$ cat config.mk
export PLATFORM = sky130hd
export DESIGN_NAME = axis_divider
export DESIGN_NICKNAME = d
export VERILOG_FILES = /design/src/rtl/cpu_defs_pkg.sv /design/src/rtl/axis_divider.sv
export SDC_FILE = /design/constraint.sdc
export NUM_CORES = 1
export LEC_CHECK = 0
export ABC_AREA = 0
export CAP_MARGIN = 20
export CELL_PAD_IN_SITES_DETAIL_PLACEMENT = 2
export CELL_PAD_IN_SITES_GLOBAL_PLACEMENT = 2
export CORE_UTILIZATION = 31
export DETAILED_ROUTE_END_ITERATION = 12
export PLACE_DENSITY = 0.84
export SYNTH_ARGS = -nofsm -noshare
export SYNTH_HDL_FRONTEND = slang
export SYNTH_SLANG_ARGS = --single-unit
$ cat constraint.sdc
create_clock -name clk -period 4.3 [get_ports clk]
set_input_delay 0.645 -clock clk [delete_from_list [all_inputs] [get_ports clk]]
set_output_delay 0.645 -clock clk [all_outputs]
set_load 0.03 [all_outputs]
$ cat src/rtl/cpu_defs_pkg.sv
// cpu_defs_pkg: shared CPU type definitions and divider constants.
package cpu_defs_pkg;
  typedef logic [31:0] uint32_t;
  typedef logic [63:0] uint64_t;
  localparam int DIV_WIDTH = 32;
  typedef enum logic [1:0] {IDLE, CALC, FIX, DONE} div_state_t;
endpackage

$ cat src/rtl/axis_divider.sv
// axis_divider: 32-bit restoring divider with AXI-Stream operand/result ports.
module axis_divider
  import cpu_defs_pkg::*;
#(
  parameter bit SIGNED = 1
) (
  input  logic        clk,
  input  logic        reset,
  input  logic        s_axis_dividend_tvalid,
  output logic        s_axis_dividend_tready,
  input  logic [31:0] s_axis_dividend_tdata,
  input  logic        s_axis_divisor_tvalid,
  output logic        s_axis_divisor_tready,
  input  logic [31:0] s_axis_divisor_tdata,
  output logic        m_axis_dout_tvalid,
  output logic [63:0] m_axis_dout_tdata
);
  div_state_t state, state_nxt;
  logic [4:0] cnt;
  uint32_t mag_a, mag_b, quot, rem;
  logic q_neg, r_neg, accept, sign_a, sign_b, fits;
  logic [DIV_WIDTH:0] trial, diff;
  assign accept = state == IDLE && s_axis_dividend_tvalid && s_axis_divisor_tvalid;
  assign sign_a = SIGNED && s_axis_dividend_tdata[31];
  assign sign_b = SIGNED && s_axis_divisor_tdata[31];
  assign s_axis_dividend_tready = state == IDLE;
  assign s_axis_divisor_tready = state == IDLE;
  assign m_axis_dout_tvalid = state == DONE;
  // partial remainders never reach 2^32, so bit 32 of diff is a clean borrow
  assign trial = {rem, mag_a[cnt]};
  assign diff = trial - {1'b0, mag_b};
  assign fits = !diff[DIV_WIDTH];
  always_comb begin
    state_nxt = state;
    case (state)
      IDLE: state_nxt = accept ? CALC : IDLE;
      CALC: state_nxt = cnt == 5'd0 ? FIX : CALC;
      FIX:  state_nxt = DONE;
      DONE: state_nxt = IDLE;
      default: state_nxt = IDLE;
    endcase
  end
  always_ff @(posedge clk) begin
    if (reset) state <= IDLE;
    else state <= state_nxt;
  end
  // divide-by-zero keeps the all-ones quotient unsigned so it survives the fix step
  always_ff @(posedge clk) begin
    if (reset) begin
      cnt <= 5'd0;
      mag_a <= '0;
      mag_b <= '0;
      quot <= '0;
      rem <= '0;
      q_neg <= 1'b0;
      r_neg <= 1'b0;
      m_axis_dout_tdata <= '0;
    end else if (accept) begin
      cnt <= 5'd31;
      mag_a <= sign_a ? -s_axis_dividend_tdata : s_axis_dividend_tdata;
      mag_b <= sign_b ? -s_axis_divisor_tdata : s_axis_divisor_tdata;
      quot <= '0;
      rem <= '0;
      q_neg <= (sign_a ^ sign_b) && s_axis_divisor_tdata != '0;
      r_neg <= sign_a;
    end else if (state == CALC) begin
      cnt <= cnt == 5'd0 ? cnt : cnt - 5'd1;
      quot[cnt] <= fits;
      rem <= fits ? diff[31:0] : trial[31:0];
    end else if (state == FIX) begin
      m_axis_dout_tdata <= {q_neg ? -quot : quot, r_neg ? -rem : rem};
    end
  end
endmodule

==> summary.txt, run 1 <==
Summary of implementation figures.

Cells and area
The total inserted antenna cells is 0. The most numerous logic cell after layout is nor2_1. The post-synthesis to final-layout area growth is 29.9%.

Clock tree
The clock tree from TritonCTS is built. Looking at the post-CTS report, the setup buffer insertion count equals 4. Post-CTS repair changed the size of 19 cells. The buffer type at the clock tree root is clkbuf_16. Per the CTS log, the maximum H-tree level is 1. The CTS buffer count is 25.

Power
The power attributed to sequential cells is 2.22 mW. For this design the ratio of total power to cell area is 518 nW/um^2. The switching portion of total power comes to 0.394. The power report attributes to the combinational group a share of 0.458.

Flow run
The count of max-cap constraint violations is 0.

Synth
The number of register bits inferred by synthesis is 201. The fraction of synthesized cell area in xor and xnor cells is 0.107. Of all cell types, the one taking the most synthesized area is dfxtp_1. The portion of synthesized cell area occupied by the leading cell type is 0.338. The top cell type by instance count after synthesis is nor2_1. The main area contributors are dfxtp_1 (34%), a211oi_1 (9.2%), xor2_1 (7.8%), nor2_1 (6.7%), ha_1 (4.3%). The synthesis report lists the Yosys warning total as 0. Measured against the total synthesized area, the mux share comes to 0.0429.

Critical path
The critical path ends at rem[23]. For the worst reg-to-reg path, the endpoint reported by OpenROAD is rem[23]. Looking at the critical path, the highest net fanout was 8. In this design, the stage delay of the slowest critical-path cell is 0.51 ns. The worst setup path startpoint is cnt[0]. The most repeated library cell on the critical path is buf_12.

Per STA, the worst path is made up of buf_12 -> mux4_2 -> nand3_2 -> o21ai_2 -> nor4_2 -> buf_4 -> ha_4 -> inv_4 -> fa_2 -> a211oi_4 -> o211ai_1 -> a21oi_2 -> o31ai_4 -> nand2_2 -> a31oi_4 -> xor2_4 -> buf_12 -> buf_6 -> mux2i_1 -> a21oi_1. The slack of the worst reg-to-reg path is -0.35 ns.

Outcome
The checks that failed: negative setup slack. The run finished, with violations left.

Min path
Hold analysis lists the worst path endpoint as m_axis_dout_tdata[17].

Place
In this run the cell area measured after placement is 14,000 sq um. The total placed cells including tap cells is 2,082.

STA
The transition time at the pin with the least slew margin is 1.11 ns. Per the timing report, the achievable frequency comes out to 215 MHz. The critical path in the final layout is reported with a setup slack of -0.348 ns. The number of pins with negative max-slew slack in the final report is 0. Setup repair after global routing could not meet its margin everywhere. Post-route period utilization is reported as 1.08. Endpoints with negative setup slack in the final report add up to 63.

Floorplanning
The overall chip area is 39,200 sq um.

Drt
Dividing the detail-routed via count by the number of cells gives 5.50. The remaining antenna violation count after routing is 0.

Global routing
The met1 usage in global routing is 0.298. The initial antenna violation count was 0.
[run 1: flip-flops by register name, summed over array words and instances (netlist names)]
signal,flops
r_neg,1
cnt,5
mag_a,32
rem,32
m_axis_dout_tdata,64
quot,32
state,2
q_neg,1
mag_b,32
[run 1: through the flow]
step	TNS [ns]	setup slack, ns
2_1_floorplan	0	0.00955
3_3_place_gp	-9.61	-0.191
3_5_place_dp	-23.83	-0.446
4_1_cts	-0.580	-0.0625
5_1_grt	-21.16	-0.512
6_report	-12.14	-0.348
[run 1: final cells by class]
cell class              count  area (sq um)  area share
flip-flops and latches    201          4030       0.260
clock inverters             9           104     0.00672
well taps                 511           639      0.0414
multi-input cells        1126          7750       0.502
inverters                  56           213      0.0138
clock buffers              33           706      0.0457
repair buffers            205          2020       0.130
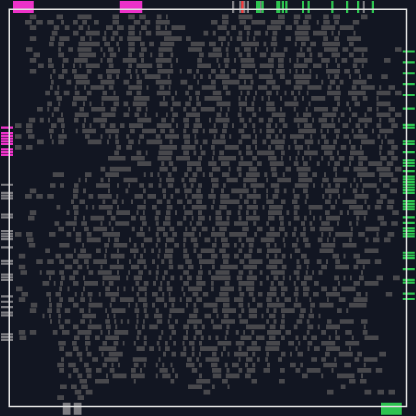
Run 1: pin placement
Drawn at 2 px/micron. Pins as bars across the die edge, other pins in grey.
green -> `m_axis_dout_tdata`  # pins 64, direction output, edge 40 right, 13 top, 11 bottom
magenta -> `s_axis_dividend_tdata`  # pins 32, direction input, edge 23 top, 9 left
red -> `s_axis_dividend_tvalid`  # pins 1, direction input, edge top
all pins by edge = 43 top, 40 right, 33 left, 19 bottom

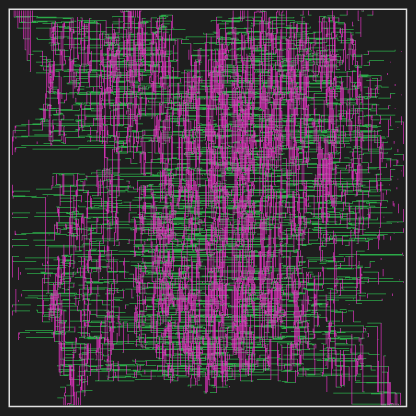
Run 1: signal wires by layer
Drawn at 2 px/micron. Two of the layers only.
green -> met1  # wire length 21.7 mm
magenta -> met2  # wire length 22.9 mm
Vias: 11,765
Routed WL: 47,600 microns
global routing usage summed across all routing layers: 0.215
post-DR wirelength/cell: 22.2 microns

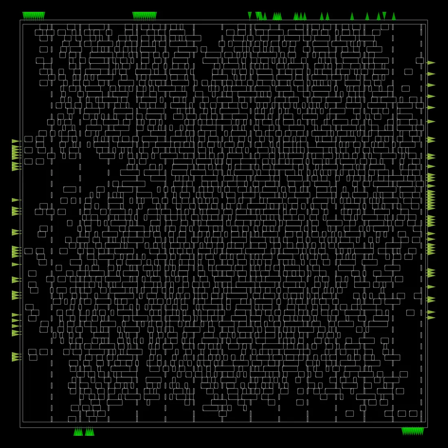
Run 1: cell placement
area of the core: 37,800 sq um
end-of-flow core utilization: 0.409
fraction of area in registers: 0.260

Run 1, metal 2:
Drawn at 2 px/micron.
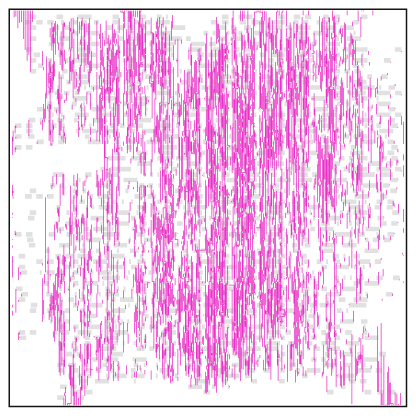

==> run 2, diff against run 1 <==
--- a/config.mk
+++ b/config.mk
@@ -6,6 +6,7 @@
 export NUM_CORES = 1
 export LEC_CHECK = 0
 export ABC_AREA = 0
+export ABC_CLOCK_PERIOD_IN_PS = 3850
 export CAP_MARGIN = 20
 export CELL_PAD_IN_SITES_DETAIL_PLACEMENT = 2
 export CELL_PAD_IN_SITES_GLOBAL_PLACEMENT = 2
==> constraint.sdc (replaced) <==
create_clock -name clk -period 3.85 [get_ports clk]
set_input_delay 0.5775 -clock clk [delete_from_list [all_inputs] [get_ports clk]]
set_output_delay 0.5775 -clock clk [all_outputs]
set_load 0.03 [all_outputs]
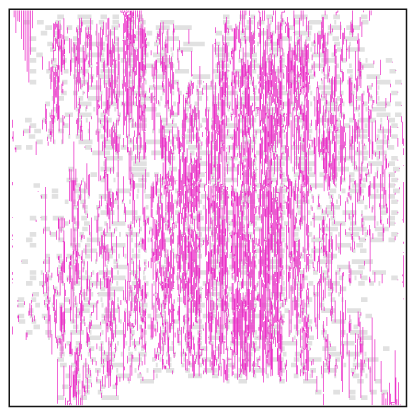
Run 2: metal 2
Drawn at 2 px/micron.
nets with wire on the layer = 1,600
main direction = vertical
longest straight run = 58.5 microns
share of all routed wire = 49%
wire length on this layer = 22.9 mm

==> run 2 against run 1 <==
Against the previous run:
- the run still ends with negative setup slack left
- wire length is 1.3% lower
- first-iteration DRC count fell by 7.3%
- die area unchanged
- sequential share of layout area is 0.30 points lower
- total power is 15% higher
- synthesized cell count did not move
- sequential power increased by 11%
- critical path type unchanged
- largest power group unchanged
==> summary.txt, run 2 <==
Summary of implementation figures.

Global routing
The overall fraction of global-route tracks in use is 0.230 (was 0.215). The initial antenna violation count is 0 (unchanged).

STA
The number of pins with negative max-slew slack in the final report is 0 (unchanged). The fmax is 219 MHz (was 215 MHz). The smallest setup slack after layout was -0.714 ns (was -0.348 ns). Unrepaired setup endpoints after global routing: true (unchanged). The number of setup violations in the final report is 64 (was 63). The transition time at the pin with the least slew margin is 1.02 ns (was 1.11 ns).

Power
The combinational fraction of design power is 0.449 (was 0.458). The power attributed to sequential cells is 2.47 mW (was 2.22 mW). The power per unit of standard cell area was 590 nW/um^2 (was 518 nW/um^2). The switching fraction of total power came to 0.383 (was 0.394).

Synth
Top area cells in the synthesized netlist: dfxtp_1 (34%), a211oi_1 (9.2%), xor2_1 (7.8%), nor2_1 (6.7%), ha_1 (4.3%) (unchanged). The largest area contributor in the netlist is dfxtp_1 (unchanged). The top cell type by instance count after synthesis is nor2_1 (unchanged).

The tally of yosys warning messages is 0 (unchanged). The portion of synthesized cell area occupied by the leading cell type was 0.338 (unchanged).

Place
The total placed cells including tap cells is 2,098 (was 2,082). The instance area at placement is 14,200 sq um (was 14,000 sq um).

Drt
The overall via count from detail_route came to 11,960 (was 11,765). The routed wirelength normalized by instance count came to 21.7 microns (was 22.2 microns).

Cells and area
The flip-flop count of the largest register, all copies and words added is 64 (unchanged). The total inserted antenna cells is 0 (unchanged). The post-synthesis to final-layout area growth is 31.5% (was 29.9%).

The top register by number of flip-flops was m_axis_dout_tdata (unchanged). The most numerous logic cell after layout was nor2_1 (unchanged).

Critical path
The maximum single-stage delay on the critical path came to 0.51 ns (about the same). The worst setup path startpoint is cnt[0] (unchanged). The most repeated library cell on the critical path is inv_2 (was buf_12). The end point of the critical path is rem[2] (was rem[23]).

Clock tree
The buffer type at the clock tree root is clkbuf_16 (unchanged). The clock tree from TritonCTS is built (unchanged). The CTS buffer count is 24 (was 25). The number of setup buffers added after CTS is 14 (was 4). The number of gates resized after cts is 44 (was 19).

Outcome
Failing checks: negative setup slack (unchanged). Status: complete, but fails checks (unchanged).

Min path
The end point of the worst hold path is m_axis_dout_tdata[57] (was m_axis_dout_tdata[17]).

Floorplanning
The placeable core region was 37,800 sq um (unchanged).
-- run 2: layout make-up --
class                           instances  area [sq um]  share of cell area
Inverter                               56           210              0.0134
Sequential cell                       201          4030               0.257
Timing Repair Buffer                  226          2200               0.141
Multi-Input combinational cell       1126          7660               0.490
Clock inverter                         15           243              0.0155
Clock buffer                           29           661              0.0422
Tap cell                              511           639              0.0409
-- run 2: cells by family after synthesis --
family	count (synthesis)	synth area share
and+or+nand+nor	463	0.178
AOI/OAI and AO/OA	435	0.242
DFF	201	0.338
buffers and inverters	149	0.0476
xor gates and xnor gates	145	0.107
adders and majority gates	42	0.0448
muxes	41	0.0429
-- run 2: layer usage --
layer  GRT usage  share of wire
met5           0              0
met4      0.0635          0.024
met3      0.0281          0.042
met2       0.395           0.49
met1       0.301           0.45
Run 2, cell placement:
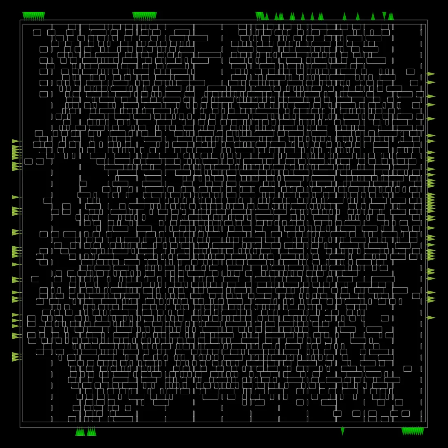

==> run 3, diff against run 2 <==
--- a/config.mk
+++ b/config.mk
@@ -5,14 +5,16 @@
 export SDC_FILE = /design/constraint.sdc
 export NUM_CORES = 1
 export LEC_CHECK = 0
-export ABC_AREA = 0
+export ABC_AREA = 1
 export ABC_CLOCK_PERIOD_IN_PS = 3850
 export CAP_MARGIN = 20
 export CELL_PAD_IN_SITES_DETAIL_PLACEMENT = 2
 export CELL_PAD_IN_SITES_GLOBAL_PLACEMENT = 2
-export CORE_UTILIZATION = 31
+export CORE_UTILIZATION = 32
+export CTS_BUF_LIST = sky130_fd_sc_hd__clkbuf_8
 export DETAILED_ROUTE_END_ITERATION = 12
-export PLACE_DENSITY = 0.84
+export DONT_BUFFER_PORTS = 1
+export PLACE_DENSITY = 0.85
 export SYNTH_ARGS = -nofsm -noshare
 export SYNTH_HDL_FRONTEND = slang
 export SYNTH_SLANG_ARGS = --single-unit
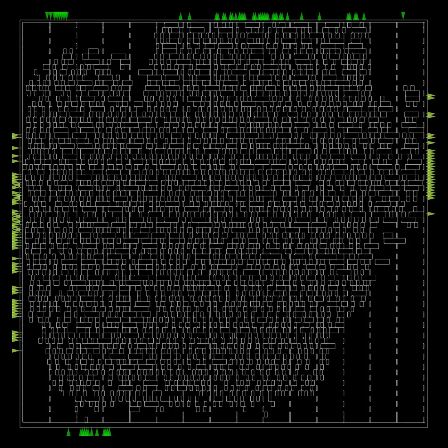
Run 3: cell placement
area of the core: 43,000 sq um
num sequential: 201
end-of-flow core utilization: 0.360

==> run 3 against run 2 <==
Against the previous run:
- the flow now finishes without violations
- wire length increased by 35%
- area after synthesis increased by 17%
- clock power decreased by 12%
- fmax increased by 23%
- synthesized cell count increased by 57%
- total power decreased by 21%
- via count increased by 30%
- register-to-register slack improved by 0.85 ns
- sequential power about the same
- sequential share of layout area increased by 0.26 points
- critical path type unchanged
==> summary.txt, run 3 <==
Summary of implementation figures.

Outcome
Status: finished, final reports clean (was complete, but fails checks).

Drt
The number of vias per cell is 5.30 (was 5.53). The wire length on met2 is 30,500 microns (was 22,900 microns). The met1 routed wirelength after detailed routing is 26,700 microns (was 21,000 microns).

The top routing layer in use is met5 (was met4). The routed wirelength normalized by instance count is 21.6 microns (was 21.7 microns). The overall via count from detail_route was 15,522 (was 11,960). The detailed-routed wire length on met3 is 3380 microns (was 1960 microns).

Power
The switching fraction of total power is 0.424 (was 0.383).

Critical path
The most repeated library cell on the critical path is nand2_1 (was inv_2). Critical-path cell list: clkinvlp_4 -> clkbuf_4 -> o211ai_1 -> nand2_1 -> nand2_1 -> nand4_1 -> nor2_4 -> ha_1 -> inv_1 -> fa_2 -> nand2_1 -> nand2_1 -> nand3_1 -> nand2_2 -> nand2_1 -> nand2_2 -> nand2_2 -> nand2_2 -> nand2_4 -> buf_8 -> nand3_1 -> nand2_1 -> nand2_1 -> a21oi_1 (was buf_12 -> mux4_2 -> inv_2 -> o22ai_2 -> nor4_2 -> buf_4 -> ha_4 -> inv_2 -> fa_2 -> a211oi_4 -> o211ai_1 -> a21oi_2 -> o31ai_2 -> nand2_1 -> a31oi_4 -> buf_6 -> xnor2_4 -> nor2_1 -> o41ai_2).

Synth
The portion of synthesized cell area occupied by the leading cell type came to 0.289 (was 0.338). The number of register bits inferred by synthesis is 201 (unchanged). The tally of yosys warning messages came to 0 (unchanged). The multiplexer share of the synthesized area is 0 (was 0.0429). The top cell type by instance count after synthesis is nand2_1 (was nor2_1). The post-synthesis share of cell area spent on and-or and or-and gates is 0.167 (was 0.242).

The fraction of synthesized cell area in xor and xnor cells is 0.0515 (was 0.107). The combinational family with the most area after synthesis is simple AND/OR/NAND/NOR gates (was AND-OR/OR-AND gates).

STA
The number of setup violations in the final report was 0 (was 64). The number of pins with negative max-slew slack in the final report is 0 (unchanged). The post-route setup TNS is 0 ns (was -35.11 ns). The transition time at the pin with the least slew margin came to 0.744 ns (was 1.02 ns).

Cells and area
The fraction of area in registers was 0.260 (was 0.257). The cell class ranked first by area is multi-input combinational cells (unchanged). The clock-cell share of area is 0.0509 (was 0.0577). The flip-flop count of the largest register, all copies and words added was 64 (unchanged).

The total number of multi-input combinational cells is 1,607 (was 1,126). The total inserted antenna cells came to 1 (was 0). The top register by number of flip-flops is m_axis_dout_tdata (unchanged). The logic share of the area is 0.515 (was 0.490). The area share of buffers outside the clock network is 0.0221 (was 0.141).

Clock tree
The number of setup buffers added after CTS is 0 (was 14). The number of gates resized after cts is 3 (was 44). The clock tree from TritonCTS is built (unchanged).

The CTS buffer count came to 38 (was 24).

Floorplanning
The overall chip area is 44,400 sq um (was 39,200 sq um). The tap cell count is 585 (was 511).

Global routing
The layer carrying the most global-route usage is met2 (unchanged).

Place
The total placed cells including tap cells is 2,849 (was 2,098). The instance area at placement is 14,600 sq um (was 14,200 sq um).
==> run 3: cell count changes in the layout (fill, tap and decap cells not counted), moves of 42 or more <==
| cell | previous run | this run |
|---|---|---|
| clkbuf_8 | 2 | 44 |
| a21oi_1 | 87 | 174 |
| inv_1 | 53 | 419 |
| a211oi_1 | 130 | 0 |
| o21ai_0 | 83 | 146 |
| clkdlybuf4s50_1 | 133 | 0 |
| buf_4 | 76 | 32 |
| nand3_1 | 18 | 127 |
| nand2_1 | 109 | 610 |
==> run 3: path summary, 6_finish.rpt <==
kind,from,endpoint,depth (start not counted)
worst max-delay path,cnt[0],rem[25],24
worst min-delay path,reset,cnt[3],1
worst max register to register,cnt[0],rem[25],24
worst min register to register,mag_a[0],mag_a[0],2
Power and IR drop assume default switching activity.
